===== src/rtl/gen_reg_file_pkg.sv =====
// Shared access-mode and state encodings for gen_reg_file.
// Read-during-write forwarding is enabled by GEN_REG_BYPASS_EN.
package gen_reg_pkg;
  localparam logic [1:0] SEL_FULL = 2'b00;
  localparam logic [1:0] SEL_HIGH = 2'b01;
  localparam logic [1:0] SEL_LOW  = 2'b10;
  localparam logic [1:0] SEL_NONE = 2'b11;

  typedef enum logic {
    ST_CLEAR,
    ST_READY
  } state_t;
endpackage


===== src/rtl/gen_reg_file_if.sv =====
// Decode-side access bus of the general register file.
// Carries one write port, two read ports, ready and err.
interface gen_reg_file_if #(
  parameter int DATA_W = 20,
  parameter int ADDR_W = 10
);
  logic              clr_req;
  logic              wr_en;
  logic [1:0]        wr_sel;
  logic [ADDR_W-1:0] wr_addr;
  logic [DATA_W-1:0] data_in;
  logic [1:0]        rd_sel_a;
  logic [1:0]        rd_sel_b;
  logic [ADDR_W-1:0] rd_addr_a;
  logic [ADDR_W-1:0] rd_addr_b;
  logic [DATA_W-1:0] rd_data_a;
  logic [DATA_W-1:0] rd_data_b;
  logic              ready;
  logic              err;

  modport master (
    output clr_req, wr_en, wr_sel,
    output wr_addr, data_in,
    output rd_sel_a, rd_sel_b,
    output rd_addr_a, rd_addr_b,
    input  rd_data_a, rd_data_b,
    input  ready, err
  );

  modport slave (
    input  clr_req, wr_en, wr_sel,
    input  wr_addr, data_in,
    input  rd_sel_a, rd_sel_b,
    input  rd_addr_a, rd_addr_b,
    output rd_data_a, rd_data_b,
    output ready, err
  );
endinterface


===== src/rtl/gen_reg_rd_port.sv =====
// Registered read port: range check, half select, optional forward.
// Forwarding of the same-cycle write is built with GEN_REG_BYPASS_EN.
module gen_reg_rd_port
  import gen_reg_pkg::*;
#(
  parameter int DATA_W = 20,
  parameter int DEPTH  = 6,
  parameter int ADDR_W = 10
) (
  input  logic              clk,
  input  logic              rst,
  input  logic              active,
  input  logic [1:0]        sel,
  input  logic [ADDR_W-1:0] addr,
  input  logic [DATA_W-1:0] mem [DEPTH],
`ifdef GEN_REG_BYPASS_EN
  input  logic              wr_fire,
  input  logic [ADDR_W-1:0] wr_addr,
  input  logic [DATA_W-1:0] wr_word,
`endif
  output logic              oor,
  output logic [DATA_W-1:0] rd_data
);
  localparam int IDX_W = $clog2(DEPTH);
  localparam int H     = DATA_W / 2;

  logic [IDX_W-1:0]  idx;
  logic [DATA_W-1:0] word;
  logic [DATA_W-1:0] sel_word;

  assign idx = addr[IDX_W-1:0];
  assign oor = !({1'b0, addr} < (ADDR_W+1)'(DEPTH));

  always_comb begin
    word = mem[idx];
`ifdef GEN_REG_BYPASS_EN
    if (wr_fire && wr_addr == addr)
      word = wr_word;
`endif
    sel_word = word;
    unique case (1'b1)
      (sel == SEL_HIGH):
        sel_word = {{H{1'b0}}, word[DATA_W-1:H]};
      (sel == SEL_LOW):
        sel_word = {{H{1'b0}}, word[H-1:0]};
      default: ;
    endcase
  end

  always_ff @(posedge clk) begin
    if (rst || !active || oor)
      rd_data <= '0;
    else
      rd_data <= sel_word;
  end
endmodule


===== src/rtl/gen_reg_file.sv =====
// Parametrised register file with half-word access and clear engine.
// Build option: GEN_REG_BYPASS_EN forwards same-cycle writes to reads.
module gen_reg_file
  import gen_reg_pkg::*;
#(
  parameter int DATA_W = 20,
  parameter int DEPTH  = 6,
  parameter int ADDR_W = 10
) (
  input logic           clk,
  input logic           rst,
  gen_reg_file_if.slave bus
);
  localparam int IDX_W = $clog2(DEPTH);
  localparam int H     = DATA_W / 2;

  state_t            state;
  logic [IDX_W-1:0]  cnt;
  logic [DATA_W-1:0] mem [DEPTH];
  logic              ready_q;
  logic              err_q;
  logic              active;
  logic              wa_ok;
  logic              wr_fire;
  logic [IDX_W-1:0]  wr_idx;
  logic [DATA_W-1:0] old_word;
  logic [DATA_W-1:0] wr_word;
  logic              oor_a;
  logic              oor_b;

  assign active  = (state == ST_READY);
  assign wa_ok   = {1'b0, bus.wr_addr} < (ADDR_W+1)'(DEPTH);
  assign wr_idx  = bus.wr_addr[IDX_W-1:0];
  assign wr_fire = !rst && active && bus.wr_en && wa_ok
                && (bus.wr_sel != SEL_NONE);
  assign old_word = mem[wr_idx];

  always_comb begin
    wr_word = old_word;
    unique case (1'b1)
      (bus.wr_sel == SEL_FULL):
        wr_word = bus.data_in;
      (bus.wr_sel == SEL_HIGH):
        wr_word = {bus.data_in[H-1:0], old_word[H-1:0]};
      (bus.wr_sel == SEL_LOW):
        wr_word = {old_word[DATA_W-1:H], bus.data_in[H-1:0]};
      default: ;
    endcase
  end

  // Storage has no reset; the clear engine zeroes it entry by entry.
  always_ff @(posedge clk) begin
    if (state == ST_CLEAR)
      mem[cnt] <= '0;
    else if (wr_fire)
      mem[wr_idx] <= wr_word;
  end

  always_ff @(posedge clk) begin
    if (rst) begin
      state   <= ST_CLEAR;
      cnt     <= '0;
      ready_q <= 1'b0;
      err_q   <= 1'b0;
    end else begin
      err_q <= 1'b0;
      unique case (state)
        ST_CLEAR: begin
          cnt <= cnt + 1'b1;
          if (cnt == IDX_W'(DEPTH - 1)) begin
            state   <= ST_READY;
            ready_q <= 1'b1;
          end
        end
        ST_READY: begin
          err_q <= (bus.wr_en && !wa_ok) || oor_a || oor_b;
          if (bus.clr_req) begin
            cnt     <= '0;
            state   <= ST_CLEAR;
            ready_q <= 1'b0;
          end
        end
        default: state <= ST_CLEAR;
      endcase
    end
  end

  assign bus.ready = ready_q;
  assign bus.err   = err_q;

  gen_reg_rd_port #(
    .DATA_W(DATA_W), .DEPTH(DEPTH), .ADDR_W(ADDR_W)
  ) u_port_a (
    .clk    (clk),
    .rst    (rst),
    .active (active),
    .sel    (bus.rd_sel_a),
    .addr   (bus.rd_addr_a),
    .mem    (mem),
`ifdef GEN_REG_BYPASS_EN
    .wr_fire(wr_fire),
    .wr_addr(bus.wr_addr),
    .wr_word(wr_word),
`endif
    .oor    (oor_a),
    .rd_data(bus.rd_data_a)
  );

  gen_reg_rd_port #(
    .DATA_W(DATA_W), .DEPTH(DEPTH), .ADDR_W(ADDR_W)
  ) u_port_b (
    .clk    (clk),
    .rst    (rst),
    .active (active),
    .sel    (bus.rd_sel_b),
    .addr   (bus.rd_addr_b),
    .mem    (mem),
`ifdef GEN_REG_BYPASS_EN
    .wr_fire(wr_fire),
    .wr_addr(bus.wr_addr),
    .wr_word(wr_word),
`endif
    .oor    (oor_b),
    .rd_data(bus.rd_data_b)
  );
endmodule


===== src/flat_wrapper.sv =====
// flat-port wrapper written by rule: the top's interface ports become plain ports
module gen_reg_file_flat import gen_reg_pkg::*;
#(
  parameter int DATA_W = 20,
  parameter int DEPTH  = 6,
  parameter int ADDR_W = 10
)
  (clk, rst, bus_clr_req, bus_wr_en, bus_wr_sel, bus_wr_addr, bus_data_in, bus_rd_sel_a, bus_rd_sel_b, bus_rd_addr_a, bus_rd_addr_b, bus_rd_data_a, bus_rd_data_b, bus_ready, bus_err);
  gen_reg_file_if #(.DATA_W(DATA_W), .ADDR_W(ADDR_W)) bus_i ();
  input logic clk;
  input logic rst;
  input wire logic [$bits(bus_i.clr_req)-1:0] bus_clr_req;
  input wire logic [$bits(bus_i.wr_en)-1:0] bus_wr_en;
  input wire logic [$bits(bus_i.wr_sel)-1:0] bus_wr_sel;
  input wire logic [$bits(bus_i.wr_addr)-1:0] bus_wr_addr;
  input wire logic [$bits(bus_i.data_in)-1:0] bus_data_in;
  input wire logic [$bits(bus_i.rd_sel_a)-1:0] bus_rd_sel_a;
  input wire logic [$bits(bus_i.rd_sel_b)-1:0] bus_rd_sel_b;
  input wire logic [$bits(bus_i.rd_addr_a)-1:0] bus_rd_addr_a;
  input wire logic [$bits(bus_i.rd_addr_b)-1:0] bus_rd_addr_b;
  output wire logic [$bits(bus_i.rd_data_a)-1:0] bus_rd_data_a;
  output wire logic [$bits(bus_i.rd_data_b)-1:0] bus_rd_data_b;
  output wire logic [$bits(bus_i.ready)-1:0] bus_ready;
  output wire logic [$bits(bus_i.err)-1:0] bus_err;
  assign bus_i.clr_req = bus_clr_req;
  assign bus_i.wr_en = bus_wr_en;
  assign bus_i.wr_sel = bus_wr_sel;
  assign bus_i.wr_addr = bus_wr_addr;
  assign bus_i.data_in = bus_data_in;
  assign bus_i.rd_sel_a = bus_rd_sel_a;
  assign bus_i.rd_sel_b = bus_rd_sel_b;
  assign bus_i.rd_addr_a = bus_rd_addr_a;
  assign bus_i.rd_addr_b = bus_rd_addr_b;
  assign bus_rd_data_a = bus_i.rd_data_a;
  assign bus_rd_data_b = bus_i.rd_data_b;
  assign bus_ready = bus_i.ready;
  assign bus_err = bus_i.err;
  gen_reg_file #(.DATA_W(DATA_W), .DEPTH(DEPTH), .ADDR_W(ADDR_W)) u_core (.clk(clk), .rst(rst), .bus(bus_i));
endmodule

===== config.mk =====
export PLATFORM = sky130hd
export DESIGN_NAME = gen_reg_file_flat
export DESIGN_NICKNAME = d
export VERILOG_FILES = /design/src/rtl/gen_reg_file_pkg.sv /design/src/rtl/gen_reg_file_if.sv /design/src/rtl/gen_reg_rd_port.sv /design/src/rtl/gen_reg_file.sv /design/src/flat_wrapper.sv
export SDC_FILE = /design/constraint.sdc
export NUM_CORES = 1
export LEC_CHECK = 0
export CAP_MARGIN = 20
export CELL_PAD_IN_SITES_DETAIL_PLACEMENT = 2
export CELL_PAD_IN_SITES_GLOBAL_PLACEMENT = 2
export CORE_UTILIZATION = 33
export DETAILED_ROUTE_END_ITERATION = 7
export PLACE_DENSITY_LB_ADDON = 0.15
export REMOVE_ABC_BUFFERS = 1
export SLEW_MARGIN = 20
export SYNTH_ARGS = -nofsm -noshare
export SYNTH_HDL_FRONTEND = slang
export SYNTH_SLANG_ARGS = --single-unit

===== constraint.sdc =====
create_clock -name clk -period 13.8 [get_ports clk]
set_clock_uncertainty 0.15 [all_clocks]
set_input_delay 3.45 -clock clk [delete_from_list [all_inputs] [get_ports clk]]
set_output_delay 3.45 -clock clk [all_outputs]
set_load 0.005 [all_outputs]

Figure 1. Layout detail (run 1).
Window x 120 to 140, y 120 to 140 microns. Cells in grey, sequential cells in the stronger grey; small squares are vias.
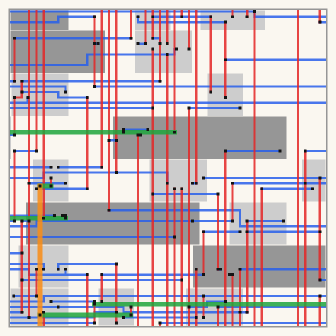
layer	colour
met3	green
met2	red
met4	orange
met1	blue
most frequent	edfxtp_1 (4), mux2i_1 (3)
cells with their middle in the window	14
sequential cells in the window	4
netlist names of flops here include	u_core.mem (4)

Figure 2. Cell outlines without signal wires (run 1).
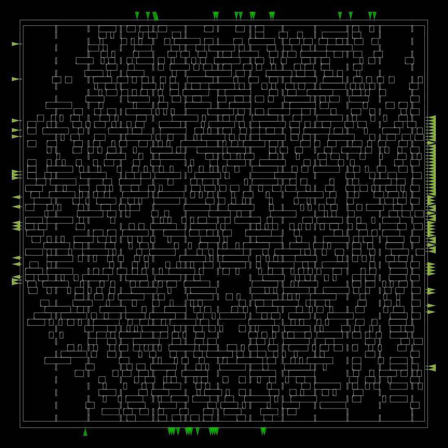
Core Box Area: 28900 sq um
Site Rows: 62
Non-Filler Instances: 1385

==> summary.rpt, run 1 <==
IMPLEMENTATION SUMMARY REPORT
----------------------------------------------------
[Synth]
  Synth top cell by count ........................ sky130_fd_sc_hd__edfxtp_1
  Cell count listed in synth_stat.txt ........................ 920
  Post-synth tally of flip-flops with integrated enable ........................ about 120
  Register area share after synthesis ........................ 46.5%
  Cell area after technology mapping ........................ 9740 sq um
  Synthesized area divided by synthesized cell count ........................ 10.6 sq um
  Register bit count reported by yosys ........................ roughly 170
  Cell type with the highest aggregate area in the netlist ........................ sky130_fd_sc_hd__edfxtp_1
  Area share of xor/xnor cells in the synthesized design ........................ 0%
  Commonest cells post-synth ........................ sky130_fd_sc_hd__edfxtp_1 (120), sky130_fd_sc_hd__mux2i_1 (106), sky130_fd_sc_hd__nand2_1 (104), sky130_fd_sc_hd__o21ai_0 (78), sky130_fd_sc_hd__o22ai_1 (59)
  Warning count from the yosys run ........................ 0
  Mux share ........................ 19.3%
  Post-synth cell types ........................ 53
  Most used flip-flop cell after synthesis ........................ sky130_fd_sc_hd__edfxtp_1
  Synth Instances ........................ ~920
  Fraction of post-synthesis cell area in the top cell type by area ........................ 37.0%
  Largest family of logic cells by area ........................ AND-OR/OR-AND gates
  Share of synthesized cell area in and-or and or-and compound cells ........................ between 10% and 20%
  Area fraction in and, or, nand and nor cells ........................ 9.55%
  Post-Synth Adder-Cell Area ........................ 0.771%
  Synth async-reset ratio ........................ 0%
  Yosys synthesis chip area ........................ 9740 sq um

[Setup path]
  Top fanout value on the critical path ........................ 30
  Crit. End Element ........................ flip-flop
  Crit-path max cell delay ........................ approximately 0.96 ns
  Required time worst endpoint ........................ between 10 and 15 ns
  Most prevalent standard cell on the critical path ........................ sky130_fd_sc_hd__buf_4
  Series of cell instances along the critical path ........................ clkdlybuf4s50_1, buf_4, inv_1, o211ai_1, nand4b_1, o31ai_4, buf_4
  Category of the critical setup timing path ........................ primary input to flip-flop
  Startpoint Class ........................ primary input
  Slowest cell on the critical path ........................ sky130_fd_sc_hd__o31ai_4

[Floorplan]
  Chip Area ........................ just over 30000 sq um
  Tap Cells ........................ 384
  Number of top-level design ports ........................ 102
  Width of the die ........................ 174 microns
  Die height ........................ 174 microns

[Power and ir drop]
  Combinational fraction of design power ........................ 22.3%
  P_comb ........................ 364 uW
  Clock network fraction of total power ........................ 30.5%
  Total power divided by cell area ........................ 139 nW/um^2
  Fraction of power spent switching nets ........................ between 30% and 40%
  Leakage ........................ 0.00431 uW
  Switching power summed over all nets ........................ around 550 uW
  Power consumed by the clock network ........................ between 400 and 500 uW
  P_int ........................ 1080 uW
  Maximum vdd drop ........................ 0.0000673 V
  Sequential fraction of design power ........................ 47.2%
  Top pwr grp ........................ sequential cells
  Total sequential power ........................ 769 uW

[Min path]
  Kind of path behind the tightest hold check ........................ flip-flop to flip-flop

[Timing]
  Max-slew violation total from the final report ........................ 0
  # setup viols final ........................ 0
  Final critical-path required period ........................ 6.63 ns
  Highest attainable clock frequency ........................ between 0.15 and 0.2 GHz
  Ratio of final minimum period to clock period ........................ 48.1%
  Unrepaired setup endpoints after global routing ........................ false
  Worst slew margin relative to its limit ........................ 24.1%
  Total negative slack ........................ 0 ns
  Slew at the pin closest to its max-slew limit ........................ roughly 1.1 ns
  Final Hold Fails ........................ 0

[Layout]
  Non-clock buffer area fraction after layout ........................ 10.1%
  Synth-to-layout area growth ........................ 20.6%
  Count of sequential standard cells ........................ roughly 170
  Inserted Diodes ........................ 0
  Top cell category ........................ multi-input combinational cells
  Fraction of area in multi-input gates ........................ 41.9%
  Layout cell share with drive strength beyond 1 ........................ 14.8%
  Post-route cell area ........................ 11700 sq um
  Layout clock buffers ........................ 17
  Final layout net count ........................ 1054
  Clock Network Area Fraction ........................ 4.95%
  MI comb area ........................ slightly below 5000 sq um
  Sequential cell area share ........................ 38.5%
  Inverters, non-clock ........................ 12
  Multi-In Gates ........................ 664
  Fillers ........................ 3054
  Layout buffer count excluding clock buffers ........................ 127
  Sequential standard cell area ........................ 4520 sq um

[Clock tree]
  Root buffer cell ........................ sky130_fd_sc_hd__clkbuf_16
  Post-CTS Hold Fix Bufs ........................ 0
  CTS tree ........................ yes
  CTS clk-pin slew, worst paths ........................ approximately 0.080 ns
  Number of clock sinks seen by CTS ........................ ~170
  Number of levels in the clock H-tree ........................ 4
  Maximum buffer depth of the clock tree ........................ 2
  TritonCTS Buffers ........................ 17
  PostCTS Resize Cnt ........................ 0
  Late-Pin Clk Latency ........................ around 0.45 ns
  Post-CTS setup-driven buffer insertion count ........................ 0

[Run]
  Number of warning messages in the logs ........................ 28
  Number of max-capacitance violations reported ........................ 0

[Placement]
  Sum of net half-perimeters after detailed placement ........................ approximately 28000 microns
  Gp weighted congestion ........................ 0.832
  Post-placement cell area ........................ 11200 sq um
  Input/output buffers ........................ 101

[GRT]
  Aggregate global routing overflow ........................ 0
  Aggregate global-route resource usage ........................ 28.2%
  Via count of the first global-routing pass ........................ 8958
  Global routing usage on met2 ........................ 46.1%
  GR met1 Demand/Resource ........................ 37.1%
  Antenna violations before repair ........................ 1
  Global Route met3 Usage ........................ approximately 4.5%
  Busiest metal layer after global routing ........................ met2
  Pin count of the biggest net entering global routing ........................ between 40 and 50

[Drt]
  Tally of nets with antenna violations remaining after routing ........................ 0
  Drc violations ........................ 0
  Total wirelength of the detailed-routed design ........................ between 40000 and 50000 microns
  Overall via count from detail_route ........................ 8567
  Vias per cell ........................ between 6 and 7
  Met2 wirelength from detailed routing ........................ 20000 microns
  Wire length per cell ........................ between 30 and 40 microns
  Number of DRC violations after detailed-routing iteration 0 ........................ 736
  Wire length on met3 ........................ roughly 2800 microns
  Count of TritonRoute iterations in the first routing pass ........................ 7
  Highest metal layer with signal wires ........................ met4
  WL met1 ........................ 18100 microns

[Run status]
  Result of the run ........................ finished, final reports clean

----------------------------------------------------
Figure 3. Cell density map (run 1).
The die is cut into 17 by 17 equal tiles; white is low, dark blue is high, 0 to 100% covered.
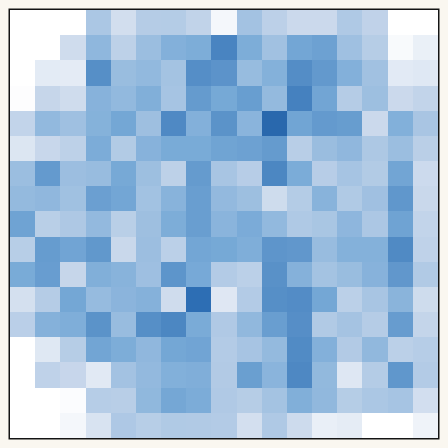
mean over tiles	37%
fullest tile	77%
nearly empty tiles	6.2%
tiles over 75% full	0.70%
initial standard-cell utilization of the core: 33.7%
Core Util, Final: 40.7%

[run 1: final timing paths]
kind	from	depth (start not counted)	end	slack, ns
max	bus_wr_addr[1]	7	u_core.mem[65]	7.17
max reg2reg	u_core.active	4	u_core.mem[65]	10.51
min reg2reg	u_core.bus.ready	2	u_core.bus.ready	0.32
min	u_core.bus.ready	2	u_core.bus.ready	0.32
[run 1: flip-flops by register name, indices dropped and copies added, names as in the netlist]
signal,count
u_core.cnt,3
u_core.bus.err,1
u_core.u_port_b.rd_data,20
u_core.active,1
u_core.mem,120
u_core.bus.ready,1
u_core.u_port_a.rd_data,20
[run 1: per-stage QoR]
stage	setup slack, ns	instances	hold slack (ns)	total power (uW)
3_5_place_dp	6.72	1353	0.308	1130
2_1_floorplan	6.93	842	0.297	956
6_report	7.17	1385	0.315	1630
3_3_place_gp	6.81	1353	0.298	1110
5_1_grt	7.13	1385	0.352	1690
4_1_cts	7.19	1385	0.319	1630
[run 1: placed cells by master, fill, tap and decap left out, types with 4 or more instances in the layout]
| cell type | netlist | routed |
|---|---|---|
| sky130_fd_sc_hd__a211oi_1 | 9 | 8 |
| sky130_fd_sc_hd__a21boi_1 | 4 | 4 |
| sky130_fd_sc_hd__a21oi_1 | 43 | 43 |
| sky130_fd_sc_hd__a221o_1 | 4 | 4 |
| sky130_fd_sc_hd__a22oi_1 | 5 | 5 |
| sky130_fd_sc_hd__a32o_1 | 30 | 30 |
| sky130_fd_sc_hd__and2_1 | 14 | 14 |
| sky130_fd_sc_hd__buf_4 | 6 | 27 |
| sky130_fd_sc_hd__clkbuf_16 | 0 | 17 |
| sky130_fd_sc_hd__clkdlybuf4s50_1 | 0 | 97 |
| sky130_fd_sc_hd__dfxtp_1 | 46 | 46 |
| sky130_fd_sc_hd__edfxtp_1 | 120 | 120 |
| sky130_fd_sc_hd__ha_1 | 6 | 6 |
| sky130_fd_sc_hd__inv_1 | 11 | 11 |
| sky130_fd_sc_hd__inv_4 | 0 | 4 |
| sky130_fd_sc_hd__inv_8 | 0 | 4 |
| sky130_fd_sc_hd__mux2_2 | 43 | 43 |
| sky130_fd_sc_hd__mux2i_1 | 106 | 106 |
| sky130_fd_sc_hd__mux4_2 | 15 | 15 |
| sky130_fd_sc_hd__nand2_1 | 104 | 104 |
| sky130_fd_sc_hd__nand2b_1 | 5 | 5 |
| sky130_fd_sc_hd__nand3_1 | 5 | 5 |
| sky130_fd_sc_hd__nand3b_1 | 6 | 6 |
| sky130_fd_sc_hd__nor2_1 | 38 | 38 |
| sky130_fd_sc_hd__nor2b_1 | 5 | 5 |
| sky130_fd_sc_hd__nor3_1 | 6 | 6 |
| sky130_fd_sc_hd__o211ai_1 | 4 | 4 |
| sky130_fd_sc_hd__o21ai_0 | 78 | 75 |
| sky130_fd_sc_hd__o22ai_1 | 59 | 59 |
| sky130_fd_sc_hd__o22ai_2 | 4 | 4 |
| sky130_fd_sc_hd__o31ai_1 | 32 | 30 |
| sky130_fd_sc_hd__or2_2 | 8 | 8 |
[run 1: worst max-delay path, delay by kind of cell]
kind	cells	cell delay (ns)
AND-OR/OR-AND	2	1.12
buffers and inverters	4	1.40
AND/OR/NAND/NOR	1	0.60
Figure 4. Ports around the boundary (run 1).
The bar under the picture is 50 microns long. Pins as bars across the die edge, other pins in grey.
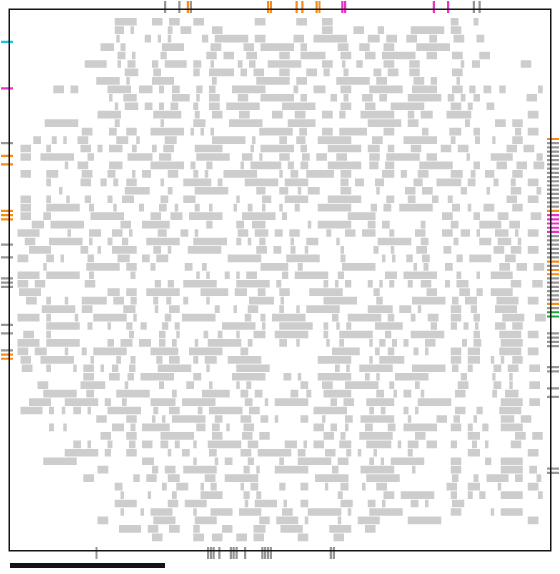

## Run 2: what changed since run 1
Clock period 13.8 ns to 6.5 ns, I/O delays scaled along.
Figure 5. Ports around the boundary (run 2).
The bar under the picture is 50 microns long. Pins as bars across the die edge, other pins in grey.
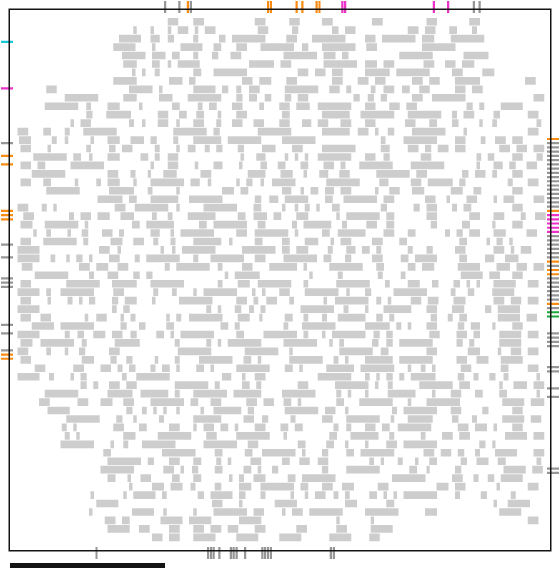
port	colour	pins	direction	edge
bus_data_in	orange	20	input	7 west, 7 north, 6 east
bus_rd_sel_b	green	2	input	east
clk	cyan	1	input	west
bus_wr_addr	magenta	10	input	5 east, 4 north, 1 west

==> run 2 against run 1 <==
Core utilization is 0.23 points higher. Global-route usage is 0.29 points higher. First-iteration DRC count is 4.1% lower. Sequential cell count stayed put. Via count is 0.19% higher. Setup slack worse by 5.4 ns. Clock-buffer cell count is 4 higher. Final area is 0.56% higher.
==> summary.rpt, run 2 <==
IMPLEMENTATION SUMMARY REPORT
----------------------------------------------------
[Run status]
  Result of the run ........................ finished, final reports clean

[Drt]
  Total wirelength of the detailed-routed design ........................ 42500 microns (+0.14%)
  WL met1 ........................ 18900 microns (+4.3%)
  Tally of nets with antenna violations remaining after routing ........................ 0 (unchanged)
  Wire length on met3 ........................ 2190 microns (-22%)
  Drc violations ........................ 0 (unchanged)
  Met2 wirelength from detailed routing ........................ 20700 microns (+3.4%)
  Overall via count from detail_route ........................ 8583 (+0.19%)
  Vias per cell ........................ 6.17 (-0.32%)
  Number of DRC violations after detailed-routing iteration 0 ........................ 706 (-4.1%)
  Highest metal layer with signal wires ........................ met4
  Count of TritonRoute iterations in the first routing pass ........................ 4 (-3)
  Wire length per cell ........................ 30.6 microns (-0.37%)

[Synth]
  Area fraction in and, or, nand and nor cells ........................ 9.55% (unchanged)
  Synth async-reset ratio ........................ 0% (unchanged)
  Synth top cell by count ........................ sky130_fd_sc_hd__edfxtp_1
  Fraction of post-synthesis cell area in the top cell type by area ........................ 37.0% (unchanged)
  Commonest cells post-synth ........................ sky130_fd_sc_hd__edfxtp_1 (120), sky130_fd_sc_hd__mux2i_1 (106), sky130_fd_sc_hd__nand2_1 (104), sky130_fd_sc_hd__o21ai_0 (78), sky130_fd_sc_hd__o22ai_1 (59)
  Cell type with the highest aggregate area in the netlist ........................ sky130_fd_sc_hd__edfxtp_1
  Post-Synth Adder-Cell Area ........................ 0.771% (unchanged)
  Largest family of logic cells by area ........................ AND-OR/OR-AND gates
  Mux share ........................ 19.3% (unchanged)
  Post-synth cell types ........................ 53 (unchanged)
  Register area share after synthesis ........................ 46.5% (unchanged)
  Synth Instances ........................ 920 (unchanged)
  Synthesized area divided by synthesized cell count ........................ 10.6 sq um (unchanged)
  Most used flip-flop cell after synthesis ........................ sky130_fd_sc_hd__edfxtp_1
  Yosys synthesis chip area ........................ 9740 sq um (unchanged)
  Share of synthesized cell area in and-or and or-and compound cells ........................ 19.6% (unchanged)
  Cell area after technology mapping ........................ 9740 sq um (unchanged)
  Top cells by area ........................ sky130_fd_sc_hd__edfxtp_1 (37%), sky130_fd_sc_hd__mux2i_1 (11%), sky130_fd_sc_hd__dfxtp_1 (9.5%)
  Register bit count reported by yosys ........................ 166 (unchanged)
  Warning count from the yosys run ........................ 0 (unchanged)
  Post-synth tally of flip-flops with integrated enable ........................ 120 (unchanged)
  Cell count listed in synth_stat.txt ........................ 920 (unchanged)
  Area share of xor/xnor cells in the synthesized design ........................ 0% (unchanged)

[GRT]
  Pin count of the biggest net entering global routing ........................ 55 (+22%)
  Aggregate global routing overflow ........................ 0 (unchanged)
  Via count of the first global-routing pass ........................ 8880 (-0.87%)
  Wire length of the first global-routing pass ........................ 62400 microns
  Aggregate global-route resource usage ........................ 28.5% (+0.29 points)
  Antenna violations before repair ........................ 0 (-1)

[Clock tree]
  CTS tree ........................ yes
  Number of levels in the clock H-tree ........................ 4 (unchanged)
  TritonCTS Buffers ........................ 17 (unchanged)
  Root buffer cell ........................ sky130_fd_sc_hd__clkbuf_16
  Late-Pin Clk Latency ........................ 0.44 ns (about the same)
  CTS clk-pin slew, worst paths ........................ 0.06 ns (-0.02 ns)
  Post-CTS setup-driven buffer insertion count ........................ 0 (unchanged)
  Maximum buffer depth of the clock tree ........................ 2 (unchanged)
  Number of clock sinks seen by CTS ........................ 166 (unchanged)
  Post-CTS Hold Fix Bufs ........................ 0 (unchanged)
  PostCTS Resize Cnt ........................ 0 (unchanged)

[Layout]
  Final layout net count ........................ 1061 (+0.66%)
  Largest register FFs ........................ 120 (unchanged)
  Post-route cell area ........................ 11800 sq um (+0.56%)
  Most common logic cells in the final layout ........................ sky130_fd_sc_hd__edfxtp_1 (120), sky130_fd_sc_hd__mux2i_1 (106), sky130_fd_sc_hd__nand2_1 (104), sky130_fd_sc_hd__clkdlybuf4s50_1 (97), sky130_fd_sc_hd__o21ai_0 (75)
  Register bank with the most flops ........................ u_core.mem
  Most frequent logic cell in the layout ........................ sky130_fd_sc_hd__edfxtp_1
  Non-Filler Instances ........................ 1392 (+0.51%)
  Top Registers ........................ u_core.mem: 120 flops, u_core.u_port_a.rd_data: 20 flops, u_core.u_port_b.rd_data: 20 flops
  Inserted Diodes ........................ 0 (unchanged)
  Synth-to-layout area growth ........................ 21.3%
  Layout cell share with drive strength beyond 1 ........................ 15.6% (+0.79 points)
  Fillers ........................ 3063 (+0.29%)

[Setup path]
  Crit-path max cell delay ........................ 0.87 ns (-0.09 ns)
  Crit path DAT ........................ 4.76 ns
  Series of cell instances along the critical path ........................ clkdlybuf4s50_1, inv_1, o211ai_1, nand4b_1, o21ai_2, buf_4
  Top fanout value on the critical path ........................ 12 (-60%)
  Buf+Inv Stages, Crit Path ........................ 3 (-1)
  Category of the critical setup timing path ........................ primary input to flip-flop
  Cell class contributing the biggest share of worst-path delay ........................ buffers and inverters
  Required time worst endpoint ........................ 6.49 ns (-7.30 ns)
  Crit. End Element ........................ flip-flop
  Startpoint Class ........................ primary input
  Slowest cell on the critical path ........................ sky130_fd_sc_hd__clkdlybuf4s50_1

[Power and ir drop]
  Total power divided by cell area ........................ 292 nW/um^2 (+110%)
  Leakage ........................ 0.00433 uW (+0.62%)
  Power after layout ........................ 3450 uW (+110%)
  Maximum vdd drop ........................ 0.000177 V (+160%)

[Placement]
  Placed Cells ........................ 1360 (+0.52%)
  Sum of net half-perimeters after detailed placement ........................ 29100 microns (+4.7%)
  Post-placement cell area ........................ 11200 sq um (+0.50%)
  Input/output buffers ........................ 101 (unchanged)
  Gp weighted congestion ........................ 0.813 (-2.2%)

[Timing]
  # setup viols final ........................ 0 (unchanged)
  Slew at the pin closest to its max-slew limit ........................ 1.11 ns (-0.0263 ns)
  Highest attainable clock frequency ........................ 0.210 GHz
  Final critical-path required period ........................ 4.77 ns
  Worst slew margin relative to its limit ........................ 26.3% (+2.2 points)
  Final Hold Fails ........................ 0 (unchanged)
  Ratio of final minimum period to clock period ........................ 73.4%
  Total negative slack ........................ 0 ns (unchanged)
  Unrepaired setup endpoints after global routing ........................ false
  Max-slew violation total from the final report ........................ 0 (unchanged)

[Floorplan]
  Number of top-level design ports ........................ 102 (unchanged)
  Chip Area ........................ 30200 sq um (unchanged)
  Width of the die ........................ 174 microns (unchanged)
  Initial standard-cell utilization of the core ........................ 33.7% (unchanged)
  Core Box Area ........................ 28900 sq um (unchanged)
  Die height ........................ 174 microns (unchanged)
  Site Rows ........................ 62 (unchanged)

[Run]
  Number of warning messages in the logs ........................ 28 (unchanged)
  Number of max-capacitance violations reported ........................ 0 (unchanged)

[Min path]
  Kind of path behind the tightest hold check ........................ flip-flop to flip-flop

----------------------------------------------------
Figure 6. Cell density map (run 2).
The die is cut into 17 by 17 equal tiles; white is low, dark blue is high, 0 to 100% covered.
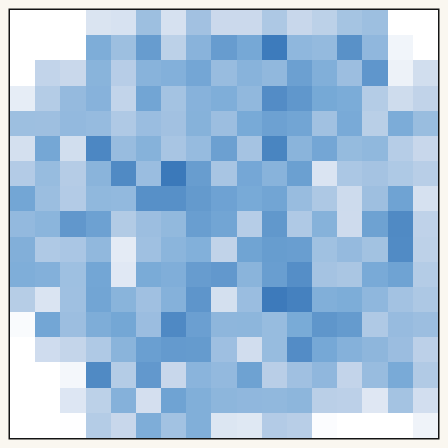
fullest tile	70%
nearly empty tiles	7.6%
densest ninth of the die	centre
mean over tiles	38%
Core Util, Final: 40.9%

[run 2: cell counts after synthesis]
No cell type changed its count.
[run 2: logic make-up (layout without fill, tap and decap cells)]
| family | after synthesis | after routing |
|---|---|---|
| AOI/OAI and AO/OA | 290 | 290 |
| adders and majority gates | 6 | 6 |
| buffers and inverters | 90 | 178 |
| DFF | 166 | 166 |
| muxes | 164 | 164 |
| and+or+nand+nor | 204 | 204 |
[run 2: where the power goes]
| group | switching (uW) | internal (uW) |
|---|---|---|
| Clock | 466 | 563 |
| Combinational | 433 | 347 |
| Sequential | 246 | 1400 |
[run 2: metrics by stage]
stage / util (%) / hold WS, ns / setup WS (ns)
2_1_floorplan: - / 0.297 / 1.46
3_3_place_gp: 38.8 / 0.296 / 1.38
3_5_place_dp: 38.8 / 0.308 / 1.34
4_1_cts: 40.9 / 0.318 / 1.76
5_1_grt: 40.9 / 0.340 / 1.66
6_report: 40.9 / 0.312 / 1.73
[run 2: final timing paths]
| kind | depth (start not counted) | slack (ns) | end | start |
|---|---|---|---|---|
| worst max register to register | 5 | 3.03 | u_core.mem[4] | u_core.active |
| worst min register to register | 2 | 0.31 | u_core.bus.ready | u_core.bus.ready |
| worst min-delay path | 2 | 0.31 | u_core.bus.ready | u_core.bus.ready |
| worst max-delay path | 6 | 1.73 | u_core.mem[4] | bus_wr_addr[2] |
[run 2: layer usage]
layer | up-vias | global-route usage, %
met4 | 0 | 6.32
met2 | 308 | 48.3
met1 | 4531 | 38.7
met5 | - | 0
li1 | 3701 | -
met3 | 43 | 3.46
[run 2: area by class of cell]
type / instances / area [sq um] / share of cell area (%)
Sequential cell: 166 / 4520 / 38.3
Clock inverter: 11 / 86.3 / 0.731
Inverter: 12 / 45.0 / 0.381
Clock buffer: 21 / 504 / 4.27
Tap cell: 384 / 480 / 4.07
Multi-Input combinational cell: 664 / 4930 / 41.7
Timing Repair Buffer: 134 / 1240 / 10.5
[run 2: worst reg2reg max path, delay by kind of cell (launching register included)]
family | cells | cell delay (ns)
flip-flops | 1 | 0.32
buffers and inverters | 2 | 0.71
AND-OR/OR-AND | 1 | 0.85
AND/OR/NAND/NOR | 2 | 1.14
Figure 7. Cells by drive strength (run 2).
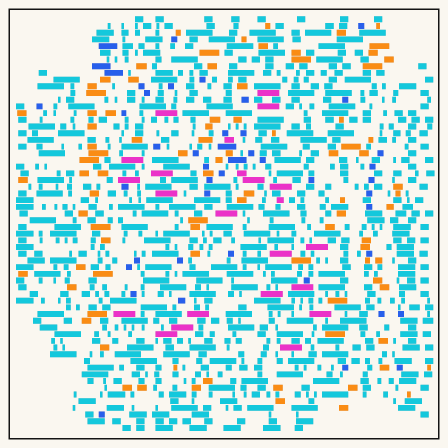

## Run 3: what changed since run 2
Clock period 6.5 ns to 4.45 ns, I/O delays scaled along.
Figure 8. Cells by drive strength (run 3).
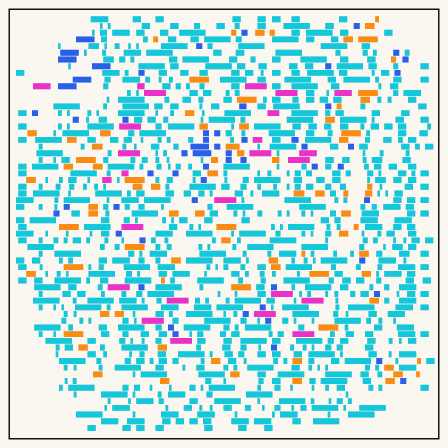
size	colour	cells	share
drive 6 and up	magenta	25	2.4%
drive 1 or less	cyan	857	84%
drive 2	orange	81	7.9%
drive 3 to 4	blue	58	5.7%

Figure 9. Layout detail (run 3).
Window x 120 to 140, y 120 to 140 microns. Cells in grey, sequential cells in the stronger grey; small squares are vias.
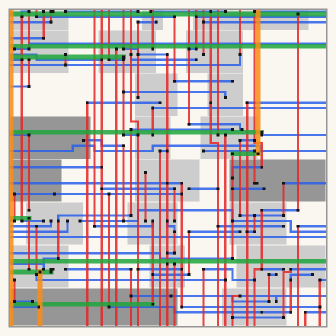
layer	colour
met4	orange
met3	green
met2	red
met1	blue
sequential cells in the window	2
netlist names of flops here include	u_core.mem (2)
cells with their middle in the window	17
most frequent	mux2i_1 (3), a32o_1 (3)

==> run 3 against run 2 <==
Sequential share of layout area shrank 0.29 points. Register-to-register slack worse by 0.97 ns. Sequential cell count stayed put. Largest power group unchanged. Core utilization is 0.31 points higher. Setup slack worse by 0.63 ns. Non-clock buffer count is 13 higher. Combinational power increased by 45%. Clock-buffer cell count is 1 lower. Die area unchanged. Sequential power rose by 45%.
==> summary.rpt, run 3 <==
IMPLEMENTATION SUMMARY REPORT
----------------------------------------------------
[Timing]
  Highest attainable clock frequency ........................ 0.298 GHz
  Max-slew violation total from the final report ........................ 0 (unchanged)
  Worst slew margin relative to its limit ........................ 25.9% (-0.32 points)
  Final Worst Setup Slack ........................ 1.10 ns (-0.628 ns)
  # setup viols final ........................ 0 (unchanged)
  Final Hold Fails ........................ 0 (unchanged)
  Slew at the pin closest to its max-slew limit ........................ 1.11 ns (+0.00483 ns)
  Unrepaired setup endpoints after global routing ........................ false
  Ratio of final minimum period to clock period ........................ 75.3%

[Synth]
  Commonest cells post-synth ........................ sky130_fd_sc_hd__edfxtp_1 (120), sky130_fd_sc_hd__mux2i_1 (106), sky130_fd_sc_hd__nand2_1 (104), sky130_fd_sc_hd__o21ai_0 (78), sky130_fd_sc_hd__o22ai_1 (59)
  Fraction of post-synthesis cell area in the top cell type by area ........................ 37.0% (unchanged)
  Synth async-reset ratio ........................ 0% (unchanged)
  Post-synth cell types ........................ 53 (unchanged)
  Cell type with the highest aggregate area in the netlist ........................ sky130_fd_sc_hd__edfxtp_1
  Post-synth tally of flip-flops with integrated enable ........................ 120 (unchanged)
  Register bit count reported by yosys ........................ 166 (unchanged)
  Warning count from the yosys run ........................ 0 (unchanged)
  Yosys synthesis chip area ........................ 9740 sq um (unchanged)
  Synth top cell by count ........................ sky130_fd_sc_hd__edfxtp_1
  Most used flip-flop cell after synthesis ........................ sky130_fd_sc_hd__edfxtp_1
  Synthesized area divided by synthesized cell count ........................ 10.6 sq um (unchanged)
  Register area share after synthesis ........................ 46.5% (unchanged)
  Cell count listed in synth_stat.txt ........................ 920 (unchanged)
  Synth Instances ........................ 920 (unchanged)
  Cell area after technology mapping ........................ 9740 sq um (unchanged)

[Setup path]
  Startpoint Class ........................ primary input
  Crit. End Element ........................ flip-flop
  Worst setup slack for register-to-register paths ........................ 2.06 ns (-0.97 ns)
  Cell class contributing the biggest share of worst-path delay ........................ simple AND/OR/NAND/NOR gates
  Buf+Inv Stages, Crit Path ........................ 2 (-1)
  Slowest cell on the critical path ........................ sky130_fd_sc_hd__nand2_1
  Worst R2R Path Depth ........................ 5 (unchanged)
  Category of the critical setup timing path ........................ primary input to flip-flop
  Reg-to-reg endpoint ........................ u_core.mem[115]
  Top fanout value on the critical path ........................ 31 (+19)
  Worst reg2reg startpoint ........................ u_core.active
  Crit path DAT ........................ 3.45 ns (-1.31 ns)
  Crit-path max cell delay ........................ 0.61 ns (-0.26 ns)

[GRT]
  Aggregate global-route resource usage ........................ 29.1% (+0.60 points)
  Via count of the first global-routing pass ........................ 9078 (+2.2%)
  Aggregate global routing overflow ........................ 0 (unchanged)
  Pin count of the biggest net entering global routing ........................ 47 (-15%)
  Antenna violations before repair ........................ 0 (unchanged)
  Wire length of the first global-routing pass ........................ 63500 microns (+1.9%)

[Min path]
  Worst hold path startpoint ........................ u_core.bus.ready
  Kind of path behind the tightest hold check ........................ flip-flop to flip-flop
  Worst Hold Depth ........................ 2 (unchanged)
  End point of the worst hold path ........................ u_core.bus.ready

[Run]
  Number of max-capacitance violations reported ........................ 0 (unchanged)
  Number of warning messages in the logs ........................ 28 (unchanged)

[Clock tree]
  Late-Pin Clk Latency ........................ 0.44 ns (about the same)
  TritonCTS Buffers ........................ 17 (unchanged)
  Post-CTS setup-driven buffer insertion count ........................ 0 (unchanged)
  Post-CTS Hold Fix Bufs ........................ 0 (unchanged)
  Root buffer cell ........................ sky130_fd_sc_hd__clkbuf_16
  PostCTS Resize Cnt ........................ 0 (unchanged)
  CTS tree ........................ yes
  Number of clock sinks seen by CTS ........................ 166 (unchanged)
  Number of levels in the clock H-tree ........................ 4 (unchanged)

[Floorplan]
  Core Box Area ........................ 28900 sq um (unchanged)
  Die height ........................ 174 microns (unchanged)
  Site Rows ........................ 62 (unchanged)
  Width of the die ........................ 174 microns (unchanged)
  Number of top-level design ports ........................ 102 (unchanged)
  Chip Area ........................ 30200 sq um (unchanged)
  Initial standard-cell utilization of the core ........................ 33.7% (unchanged)

[Layout]
  Layout cell share with drive strength beyond 1 ........................ 16.1% (+0.49 points)
  Core Util, Final ........................ 41.2% (+0.31 points)
  Largest register FFs ........................ 120 (unchanged)
  Top Registers ........................ u_core.mem: 120 flops, u_core.u_port_a.rd_data: 20 flops, u_core.u_port_b.rd_data: 20 flops
  Inserted Diodes ........................ 0 (unchanged)
  Most frequent logic cell in the layout ........................ sky130_fd_sc_hd__edfxtp_1
  Post-route cell area ........................ 11900 sq um (+0.76%)
  Synth-to-layout area growth ........................ 22.2%
  Final layout net count ........................ 1074 (+1.2%)

[Drt]
  Overall via count from detail_route ........................ 8618 (+0.41%)
  Total wirelength of the detailed-routed design ........................ 43100 microns (+1.3%)
  Tally of nets with antenna violations remaining after routing ........................ 0 (unchanged)
  Vias per cell ........................ 6.13 (-0.52%)
  Wire length per cell ........................ 30.7 microns (+0.40%)
  Number of DRC violations after detailed-routing iteration 0 ........................ 765 (+8.4%)
  Drc violations ........................ 0 (unchanged)
  Count of TritonRoute iterations in the first routing pass ........................ 5 (+1)

[Placement]
  Sum of net half-perimeters after detailed placement ........................ 28500 microns (-2.3%)
  Post-placement cell area ........................ 11400 sq um (+1.3%)

[Power and ir drop]
  Leakage ........................ 0.00438 uW (+1.1%)
  Total power divided by cell area ........................ 417 nW/um^2 (+43%)
  Maximum vdd drop ........................ 0.000229 V (+29%)

[Run status]
  Result of the run ........................ finished, final reports clean

----------------------------------------------------
==> run 3: cell counts after synthesis <==
Identical to the previous run, type by type.
==> run 3: cell families (layout without fill, tap and decap cells) <==
family                   count (synthesis)  count (layout)  share of synthesized area [%]
multiplexers                           164             164                           19.3
adder cells (fa/ha/maj)                  6               6                          0.771
flip-flops                             166             166                           46.5
AND-OR/OR-AND                          290             290                           19.6
buffers and inverters                   90             191                           4.28
AND/OR/NAND/NOR                        204             204                           9.55
==> run 3: how the worst max path moves through the flow <==
| stage | start | endpoint | slack [ns] | cells after the start |
|---|---|---|---|---|
| global placement | rst | u_core.mem[119] | 0.78 | 6 |
| finish | bus_wr_addr[2] | u_core.mem[37] | 1.10 | 5 |
| floorplan | bus_wr_addr[7] | u_core.mem[100] | -0.08 | 4 |
| global route | bus_wr_addr[2] | u_core.mem[37] | 0.97 | 5 |
| detailed placement | bus_wr_addr[2] | u_core.mem[35] | 0.66 | 5 |
| CTS | bus_wr_addr[2] | u_core.mem[39] | 1.11 | 5 |
==> run 3: power breakdown <==
group          internal (uW)  total, uW  switching (uW)  leakage, uW
clock                    740       1450             709     0.000257
sequential              2040       2380             345      0.00180
combinational            512       1130             620      0.00232
==> run 3: area by class of cell <==
cell class | count | area [sq um]
clock buffer | 20 | 447
multi-input combinational | 664 | 4930
clock inverter | 12 | 97.6
inverter | 12 | 45.0
sequential | 166 | 4520
fill | 3050 | 17000
tap | 384 | 480
timing repair buffer | 147 | 1380
==> run 3: metal layers <==
layer / track usage, % / share of wire, % / vias up
met5: 0 / 0 / -
met4: 9.69 / 2.6 / 0
met3: 5.24 / 5.8 / 68
met2: 46.6 / 47 / 324
met1: 39.5 / 45 / 4482
li1: - / - / 3744
==> run 3: worst reg2reg max path, stage by stage, from the launching register on <==
cell,delay (ns)
sky130_fd_sc_hd__dfxtp_1,0.32
sky130_fd_sc_hd__nor2b_1,0.54
sky130_fd_sc_hd__nand4b_1,0.20
sky130_fd_sc_hd__buf_4,0.23
sky130_fd_sc_hd__o41ai_2,0.25
sky130_fd_sc_hd__buf_4,0.37
==> run 3: metrics by stage <==
step | cells | TNS, ns | power [uW] | hold slack, ns
after floorplan | 842 | -1.55 | 2970 | 0.297
after global placement | 1373 | 0 | 3470 | 0.307
after detailed placement | 1373 | 0 | 3520 | 0.313
after CTS | 1405 | 0 | 4960 | 0.323
after global routing | 1405 | 0 | 5170 | 0.344
final | 1405 | 0 | 4960 | 0.316
Power is estimated from default activity; no workload was simulated.
